==> config.mk <==
export PLATFORM = sky130hd
export DESIGN_NAME = frame_buffer_reader
export DESIGN_NICKNAME = d
export VERILOG_FILES = /design/src/rtl/video_timing_pkg.sv /design/src/rtl/video_timing_gen.sv /design/src/rtl/frame_buffer_reader.sv
export SDC_FILE = /design/constraint.sdc
export NUM_CORES = 1
export LEC_CHECK = 0
export ABC_AREA = 1
export ABC_CLOCK_PERIOD_IN_PS = 2100
export CAP_MARGIN = 25
export CORE_MARGIN = 1.5
export CORE_UTILIZATION = 53
export CTS_BUF_LIST = sky130_fd_sc_hd__clkbuf_4 sky130_fd_sc_hd__clkbuf_8 sky130_fd_sc_hd__clkbuf_16
export DETAILED_ROUTE_END_ITERATION = 10
export PLACE_DENSITY = 0.79
export SETUP_SLACK_MARGIN = 0.02
export SYNTH_ARGS = -nofsm -noshare
export SYNTH_HDL_FRONTEND = slang
export SYNTH_SLANG_ARGS = --single-unit
==> constraint.sdc <==
create_clock -name clk -period 2.1 [get_ports clk]
set_input_delay 0.42 -clock clk [delete_from_list [all_inputs] [get_ports clk]]
set_output_delay 0.42 -clock clk [all_outputs]
set_load 0.02 [all_outputs]
==> src/rtl/video_timing_pkg.sv <==
// Shared 640x480@60 raster constants, pixel formats and the RGB565 -> RGB888 expansion.
package video_timing_pkg;

    localparam int VGA_H_ACTIVE = 640;
    localparam int VGA_H_FP     = 16;
    localparam int VGA_H_SYNC   = 96;
    localparam int VGA_H_BP     = 48;
    localparam int VGA_V_ACTIVE = 480;
    localparam int VGA_V_FP     = 10;
    localparam int VGA_V_SYNC   = 2;
    localparam int VGA_V_BP     = 33;
    localparam int VGA_H_TOTAL  = VGA_H_ACTIVE + VGA_H_FP + VGA_H_SYNC + VGA_H_BP;
    localparam int VGA_V_TOTAL  = VGA_V_ACTIVE + VGA_V_FP + VGA_V_SYNC + VGA_V_BP;

    localparam bit VGA_SYNC_POL   = 1'b0;
    localparam int DEF_SCALE      = 2;
    localparam int DEF_ADDR_W     = 17;
    localparam int DEF_RD_LATENCY = 1;

    typedef struct packed {
        logic [4:0] r;
        logic [5:0] g;
        logic [4:0] b;
    } rgb565_t;

    typedef struct packed {
        logic [7:0] r;
        logic [7:0] g;
        logic [7:0] b;
    } rgb888_t;

    // Sync flags mean "asserted"; the pin level is applied only at the output.
    typedef struct packed {
        logic active;
        logic hsync;
        logic vsync;
        logic frame_start;
    } raster_ctrl_t;

    // Replicating the MSBs keeps full-scale 565 values at full-scale 888.
    function automatic rgb888_t rgb565_to_888(input rgb565_t c);
        rgb888_t o;
        o.r = {c.r, c.r[4:2]};
        o.g = {c.g, c.g[5:4]};
        o.b = {c.b, c.b[4:2]};
        return o;
    endfunction

endpackage

==> src/rtl/video_timing_gen.sv <==
// Horizontal/vertical raster counters with active, sync and frame-start flags for the current position.
module video_timing_gen
    import video_timing_pkg::*;
#(
    parameter int H_ACTIVE = VGA_H_ACTIVE,
    parameter int H_FP     = VGA_H_FP,
    parameter int H_SYNC   = VGA_H_SYNC,
    parameter int H_BP     = VGA_H_BP,
    parameter int V_ACTIVE = VGA_V_ACTIVE,
    parameter int V_FP     = VGA_V_FP,
    parameter int V_SYNC   = VGA_V_SYNC,
    parameter int V_BP     = VGA_V_BP
)(
    input  logic         clk,
    input  logic         reset,
    output raster_ctrl_t ctrl,
    output logic         line_end,
    output logic         frame_end,
    output logic         line_active
);
    localparam int H_TOTAL = H_ACTIVE + H_FP + H_SYNC + H_BP;
    localparam int V_TOTAL = V_ACTIVE + V_FP + V_SYNC + V_BP;
    localparam int HW      = $clog2(H_TOTAL + 1);
    localparam int VW      = $clog2(V_TOTAL + 1);

    logic [HW-1:0] h_cnt_reg, h_cnt_next;
    logic [VW-1:0] v_cnt_reg, v_cnt_next;
    logic          h_last, v_last;

    always_comb begin
        h_last     = (h_cnt_reg == HW'(H_TOTAL - 1));
        v_last     = (v_cnt_reg == VW'(V_TOTAL - 1));
        h_cnt_next = h_last ? '0 : h_cnt_reg + HW'(1);
        v_cnt_next = v_cnt_reg;
        if (h_last) begin
            v_cnt_next = v_last ? '0 : v_cnt_reg + VW'(1);
        end
    end

    always_ff @(posedge clk) begin
        if (reset) begin
            h_cnt_reg <= '0;
            v_cnt_reg <= '0;
        end else begin
            h_cnt_reg <= h_cnt_next;
            v_cnt_reg <= v_cnt_next;
        end
    end

    always_comb begin
        line_active      = (v_cnt_reg < VW'(V_ACTIVE));
        ctrl.active      = (h_cnt_reg < HW'(H_ACTIVE)) && line_active;
        ctrl.hsync       = (h_cnt_reg >= HW'(H_ACTIVE + H_FP)) &&
                           (h_cnt_reg <  HW'(H_ACTIVE + H_FP + H_SYNC));
        ctrl.vsync       = (v_cnt_reg >= VW'(V_ACTIVE + V_FP)) &&
                           (v_cnt_reg <  VW'(V_ACTIVE + V_FP + V_SYNC));
        ctrl.frame_start = (h_cnt_reg == '0) && (v_cnt_reg == '0);
        line_end         = h_last;
        frame_end        = h_last && v_last;
    end

endmodule

==> src/rtl/frame_buffer_reader.sv <==
// Scans a SCALE-reduced frame buffer into a pixel-doubled raster with aligned RGB888 and sync outputs.
module frame_buffer_reader
    import video_timing_pkg::*;
#(
    parameter int H_ACTIVE   = VGA_H_ACTIVE,
    parameter int H_FP       = VGA_H_FP,
    parameter int H_SYNC     = VGA_H_SYNC,
    parameter int H_BP       = VGA_H_BP,
    parameter int V_ACTIVE   = VGA_V_ACTIVE,
    parameter int V_FP       = VGA_V_FP,
    parameter int V_SYNC     = VGA_V_SYNC,
    parameter int V_BP       = VGA_V_BP,
    parameter bit SYNC_POL   = VGA_SYNC_POL,
    parameter int SCALE      = DEF_SCALE,
    parameter int ADDR_W     = DEF_ADDR_W,
    parameter int RD_LATENCY = DEF_RD_LATENCY
)(
    input  logic              clk,
    input  logic              reset,
    output logic [ADDR_W-1:0] rd_addr,
    output logic              rd_en,
    input  logic [15:0]       rd_data,
    output logic [23:0]       pix_out,
    output logic              de,
    output logic              hsync,
    output logic              vsync,
    output logic              frame_start
);
    localparam int PIPE  = RD_LATENCY + 2;
    localparam int SRC_W = H_ACTIVE / SCALE;
    localparam int XW    = $clog2(SRC_W + 1);
    localparam int SW    = $clog2(SCALE + 1);

    raster_ctrl_t ctrl0;
    logic         line_end, frame_end, line_active;

    video_timing_gen #(
        .H_ACTIVE (H_ACTIVE), .H_FP (H_FP), .H_SYNC (H_SYNC), .H_BP (H_BP),
        .V_ACTIVE (V_ACTIVE), .V_FP (V_FP), .V_SYNC (V_SYNC), .V_BP (V_BP)
    ) u_timing (
        .clk         (clk),
        .reset       (reset),
        .ctrl        (ctrl0),
        .line_end    (line_end),
        .frame_end   (frame_end),
        .line_active (line_active)
    );

    // Source coordinates advance with the raster; line_base replaces a y*SRC_W multiply.
    logic [XW-1:0]     src_x_reg, src_x_next;
    logic [SW-1:0]     x_rep_reg, x_rep_next;
    logic [SW-1:0]     y_rep_reg, y_rep_next;
    logic [ADDR_W-1:0] line_base_reg, line_base_next;
    logic [ADDR_W-1:0] rd_addr_reg;
    logic              rd_en_reg;

    always_comb begin
        src_x_next     = src_x_reg;
        x_rep_next     = x_rep_reg;
        y_rep_next     = y_rep_reg;
        line_base_next = line_base_reg;
        if (ctrl0.active) begin
            if (x_rep_reg == SW'(SCALE - 1)) begin
                x_rep_next = '0;
                src_x_next = src_x_reg + XW'(1);
            end else begin
                x_rep_next = x_rep_reg + SW'(1);
            end
        end
        if (line_end) begin
            src_x_next = '0;
            x_rep_next = '0;
            if (frame_end) begin
                y_rep_next     = '0;
                line_base_next = '0;
            end else if (line_active) begin
                if (y_rep_reg == SW'(SCALE - 1)) begin
                    y_rep_next     = '0;
                    line_base_next = line_base_reg + ADDR_W'(SRC_W);
                end else begin
                    y_rep_next = y_rep_reg + SW'(1);
                end
            end
        end
    end

    always_ff @(posedge clk) begin
        if (reset) begin
            src_x_reg     <= '0;
            x_rep_reg     <= '0;
            y_rep_reg     <= '0;
            line_base_reg <= '0;
            rd_addr_reg   <= '0;
            rd_en_reg     <= 1'b0;
        end else begin
            src_x_reg     <= src_x_next;
            x_rep_reg     <= x_rep_next;
            y_rep_reg     <= y_rep_next;
            line_base_reg <= line_base_next;
            rd_en_reg     <= ctrl0.active;
            if (ctrl0.active) begin
                rd_addr_reg <= line_base_reg + ADDR_W'(src_x_reg);
            end
        end
    end

    assign rd_addr = rd_addr_reg;
    assign rd_en   = rd_en_reg;

    // Control flags travel alongside the read so the last stage lines up with pixel data.
    genvar gi;
    for (gi = 0; gi < PIPE; gi++) begin : g_delay
        raster_ctrl_t stage_in;
        raster_ctrl_t stage_reg;
        if (gi == 0) begin : g_head
            assign stage_in = ctrl0;
        end else begin : g_tail
            assign stage_in = g_delay[gi-1].stage_reg;
        end
        always_ff @(posedge clk) begin
            if (reset) begin
                stage_reg <= '0;
            end else begin
                stage_reg <= stage_in;
            end
        end
    end

    logic [23:0]  pix_reg;
    raster_ctrl_t out_ctrl;

    always_ff @(posedge clk) begin
        if (reset) begin
            pix_reg <= '0;
        end else if (g_delay[PIPE-2].stage_reg.active) begin
            pix_reg <= rgb565_to_888(rgb565_t'(rd_data));
        end else begin
            pix_reg <= '0;
        end
    end

    assign out_ctrl    = g_delay[PIPE-1].stage_reg;
    assign pix_out     = pix_reg;
    assign de          = out_ctrl.active;
    assign hsync       = out_ctrl.hsync ? SYNC_POL : ~SYNC_POL;
    assign vsync       = out_ctrl.vsync ? SYNC_POL : ~SYNC_POL;
    assign frame_start = out_ctrl.frame_start;

endmodule

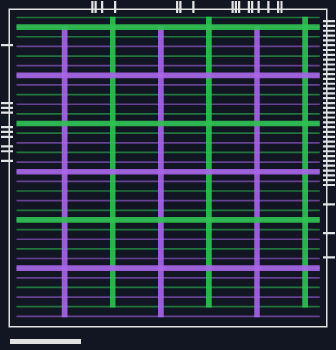
*Floorplan with the power grid*
Bar = 20 µm. Pins as bars on the die edge.
Key: VSS = purple; VDD = green
64 signal pins sit on the boundary. 6 straps on met4. The core has 31 rows. 6 straps on met5. 32 met1 rails follow the rows.

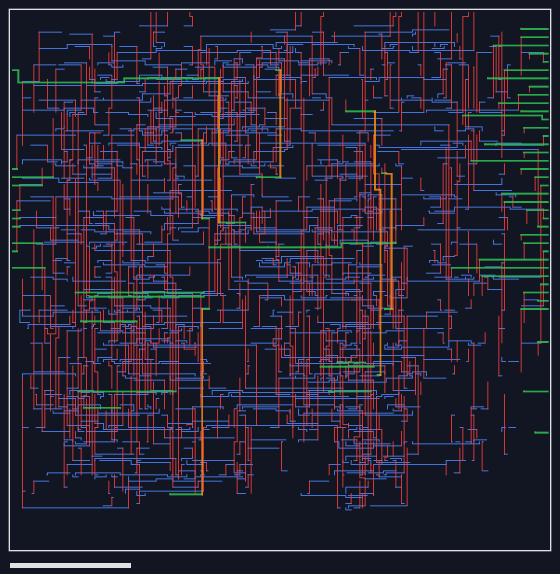
*Signal wires by layer*
Bar = 20 µm.
Key: met1 = blue [wire length 3,670 µm]; met2 = red [wire length 4,020 µm]; met4 = orange [wire length 153 µm]; met3 = green [wire length 412 µm]

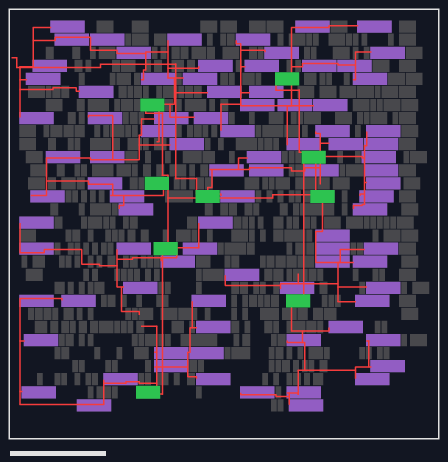
*Clock distribution*
Bar = 20 µm.
Key: cells driving clock nets = green [count 9]; flip-flops = purple [count 89]; clock wires = red [length 1,000 µm]
There are 10 routed clock nets.

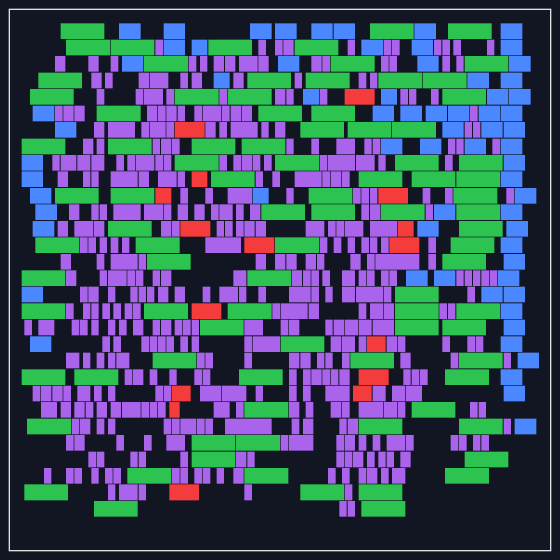
*Placement by cell class*
Key: clock drivers and dummy loads = red [cells 16]; other buffers and delay cells = blue [cells 68]; flip-flops = green [cells 89]; all other logic = purple [cells 419]

==> flow_summary.ini <==
; generated from flow reports
[status]
status = complete, no violations

[finish]
logic_gates = 337
n_sequential_cell = 89

[drt]
dr_wl_met2_mm = 4.02
antenna_left = 0
dr.max_layer_used = met4
drt-wirelength-per-cell_um = 11.9

[yosys]
seq_area_frac_synth_pct = 45.3
synthXorXnorAreaFrac_pct = 4.23
synthFlopType = dfxtp_1
yosysTopAreaCell = dfxtp_1
synth_cell_type_count = 37
synthTopLogicFamily = simple AND/OR/NAND/NOR gates

[power]
power_frac_comb_pct = 6.3
clock_power_uw = 1080

[clock_tree]
cts_resized = 0

[place]
placed_area_um2 = 4610

[timing]
finClkSkew_ps = 12.0
slew_violations = 0
fin_tns_setup_ps = 0
setup_viol = 0
min_period_ps = 1760
fin_crit_sh_pct = 83.7

[min_path]
min_path_type = reg2reg
worstHoldStart = g_delay[0].stage_reg[2]

[critical_path]
reg2reg_depth = 9
crit_start = u_timing.h_cnt_reg[0]
crit-reg2reg-launch = u_timing.h_cnt_reg[0]
==> metrics by stage <==
| stage | util, % | power, µW | setup slack [ps] | std cells |
|---|---|---|---|---|
| final | 66.4 | 2990 | 343 | 691 |
| after global routing | 66.4 | 3100 | 150 | 691 |
| after CTS | 66.4 | 3010 | 326 | 691 |
| after detailed placement | 63.9 | 1950 | 323 | 675 |
| after global placement | 63.9 | 1950 | 372 | 675 |
| after floorplan | - | 1870 | 591 | 525 |
==> worst max-delay path, cell delays in order (launching register included) <==
cell	delay [ps]
dfxtp_1	380
ha_1	240
nand3_1	160
inv_2	110
nand4_2	130
nand2_2	140
buf_4	230
inv_1	100
o21ai_0	90
a21oi_1	60
==> layer usage <==
metal	up-vias	track usage, %
li1	1743	-
met1	1496	26.2
met2	79	37.9
met3	13	3.79
met4	0	8.67
met5	-	0
Power figures rest on the tool's default switching activity, not on a simulated workload.
